==> config.mk <==
export PLATFORM = sky130hd
export DESIGN_NAME = fetcher
export DESIGN_NICKNAME = d
export VERILOG_FILES = /design/src/rtl/fetcher_pkg.sv /design/src/rtl/fetcher_inst_queue.sv /design/src/rtl/fetcher.sv
export SDC_FILE = /design/constraint.sdc
export NUM_CORES = 1
export LEC_CHECK = 0
export ABC_AREA = 1
export CORE_MARGIN = 10
export CORE_UTILIZATION = 40
export CTS_CLUSTER_DIAMETER = 100
export CTS_CLUSTER_SIZE = 12
export DETAILED_ROUTE_END_ITERATION = 6
export GPL_TIMING_DRIVEN = 0
export PLACE_DENSITY = 0.53
export SKIP_LAST_GASP = 1
export SLEW_MARGIN = 20
export SYNTH_ARGS = -nofsm -noshare
export SYNTH_HDL_FRONTEND = slang
export SYNTH_HIERARCHICAL = 1
export SYNTH_SLANG_ARGS = --single-unit
==> constraint.sdc <==
create_clock -name clk -period 16.1 [get_ports clk]
set_input_delay 3.22 -clock clk [delete_from_list [all_inputs] [get_ports clk]]
set_output_delay 3.22 -clock clk [all_outputs]
set_load 0.1 [all_outputs]
### I/O nets highlighted

(1 px per um)
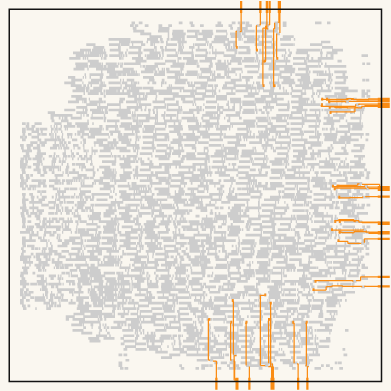
legend:
  orange:
    port: out_inst
    bits: 32
    direction: output
    edge: 17 right, 9 bottom, 6 top
    end_cells: 32
    buffers: 32
    wire: 1810 um
IO Port Bufs: 232
# IOs: 266

### Cell density map

The die is cut into 37 by 37 equal tiles; dark purple is low, yellow is high, 0 to 100% covered.
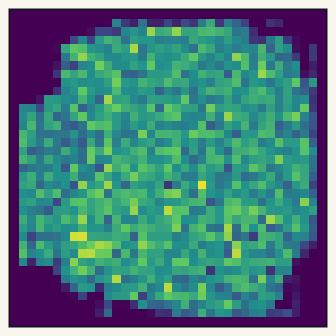
mean over tiles: 41%
nearly empty tiles: 21%
tiles over 75% full: 4.8%
fullest tile: 97%
densest ninth of the die: middle
final core occ: 47.5%
fp_density: 40.4%

### Clock wiring as the flow saved it

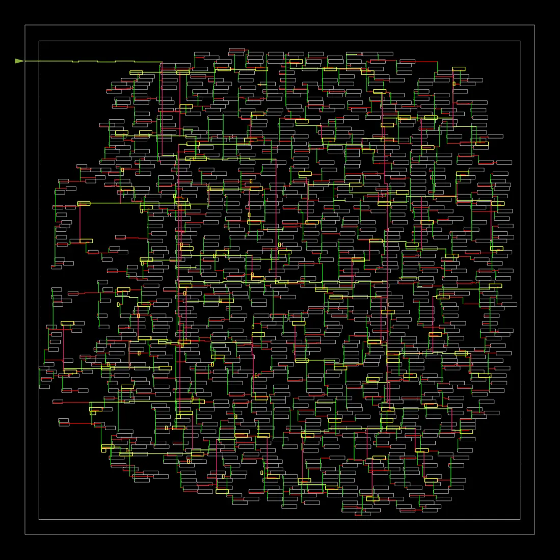
Num Clock Sinks: 1123
clk pwr: 0.00225 W
Max Clock Skew: 0.0262 ns

### Where the registers sit

(1 px per um) Other sequential cells in the stronger grey, the rest of the logic in the fainter grey.
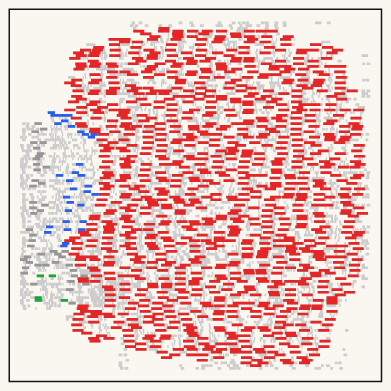
legend:
  red:
    signal: u_queue/slots
    placed_flops: 1040
  blue:
    signal: pc
    placed_flops: 32
    where: left middle
  green:
    signal: u_queue/count
    placed_flops: 5
    where: bottom left
Register Area: 32900 sq um
Seq group: 0.00323 W
sequential share of cell area: 56.8%

==> run notes <==
yosys + openroad results -> Slew @ Worst Pin 1.22 ns, Switching Fraction 22.3%, Yosys Instances 4834, M1 WL 65.8 mm, P&R area growth vs syn 17.8%, yosys aoi share 2.06%, R2R Setup Slk 12.40 ns, Die Height 371 um, DRC violations left 0, worst-path fanout max 17, Final Hold Vio Count 0, Yosys Chip Area 49200 sq um, Non-Filler Instances 6907, Yosys warning count 6, Latency at later pin 0.69 ns, Final Slew Violations 0, Max clock buf depth 3, GR Util met2 36.8%, Pleak 23.4 nW, Placer Congestion 0.866, Combinational Power Share 4.8%, Logic family by area simple AND/OR/NAND/NOR gates, die area 137000 sq um, fraction of registers with async set/reset 0%, Final setup viols 0, core outline area 122000 sq um, post-CTS setup buffer count 0, Post-Syn Area 49200 sq um, period utilization 55.3%, DP Worst Slack 7.20 ns, status completed, Site Rows 128, Met3 Wirelength 10.5 mm, HP Class flop to flop, mux share 0%, Max Freq 112 MHz, reg2reg path depth 19, initial antenna violation count 11, Final min period 8.91 ns, critical path class input pin to output pin, Power Density 99.2 nW/um^2, P_comb 0.000275 W, H-Tree Level Count 3, global routing usage on met1 29.1%, post-route ant nets 0, CTS clk-pin slew, worst paths 0.06 ns, Arr. time, crit path 5.69 ns, sw power 0.00128 W, Num CTS Buffers 104, Hold Crit Depth 2, Die Width 371 um, Post-CTS Hold Buffers 0, sequential fraction of design power 56.1%, Iteration-0 DRC Markers 3194, fa+ha+maj area frac 0.473%, routed wire length 154 mm, Synth Area per Inst 10.2 sq um, vias in the first global route 32901, Top pwr grp registers, total power 0.00575 W, drt first pass iters 6, met3 Use GR 3.52%, layout cells sized above 1 9.05%, Setup WS post-layout 7.19 ns, worst hold slack 0.474 ns, wire per inst 22.3 um, DR top layer met5, # nets final 5366, Peak VDD IR 0.0834 mV, first-pass GRT wire length 223 mm, Post-CTS Resized 0, setup_tns 0 ns
[stage by stage]
step	utilization (%)	cell area, sq um
2_1_floorplan	-	49200
3_5_place_dp	45.2	55100
3_3_place_gp	44.0	53600
4_1_cts	47.5	57900
6_report	47.5	57900
5_1_grt	47.5	57900
[critical path: stages]
cell and delay (ns):
clkdlybuf4s50_1 1.04, buf_4 0.27, clkdlybuf4s50_1 1.14
[synth_stat cells, drive strengths merged, types with 2 or more instances]
cell type | instances | area share (%)
a211oi | 2 | 0.031
o31ai | 2 | 0.031
o21ai | 58 | 0.59
edfxtp | 1040 | 64
clkinv | 2 | 0.018
buf | 267 | 3.8
dfxtp | 83 | 3.4
nor3 | 4 | 0.041
o21bai | 2 | 0.031
ha | 17 | 0.43
inv | 587 | 4.5
nand3 | 699 | 7.1
a21oi | 128 | 1.3
nand2 | 1746 | 13
clkbuf | 42 | 0.32
nor2 | 142 | 1.3
[final cells by class]
| class | instances | area (sq um) | share of cell area (%) |
|---|---|---|---|
| sequential | 1123 | 32900 | 56.8 |
| buffer | 310 | 2030 | 3.50 |
| clock buffer | 138 | 2820 | 4.86 |
| tap | 1625 | 2030 | 3.51 |
| antenna | 1 | 2.50 | 0.00432 |
| timing repair buffer | 290 | 3650 | 6.31 |
| inverter | 589 | 2220 | 3.83 |
| clock inverter | 4 | 45.0 | 0.0778 |
| multi-input combinational | 2827 | 12200 | 21.1 |
[cells by family (layout without fill, tap and decap cells)]
kind of cell,count (synthesis),after routing
buffers and inverters,899,1331
adder cells (fa/ha/maj),18,18
AND-OR/OR-AND,196,196
XOR/XNOR,2,2
flip-flops,1123,1123
AND/OR/NAND/NOR,2595,2595
other,1,17
Power is estimated from default activity; no workload was simulated.
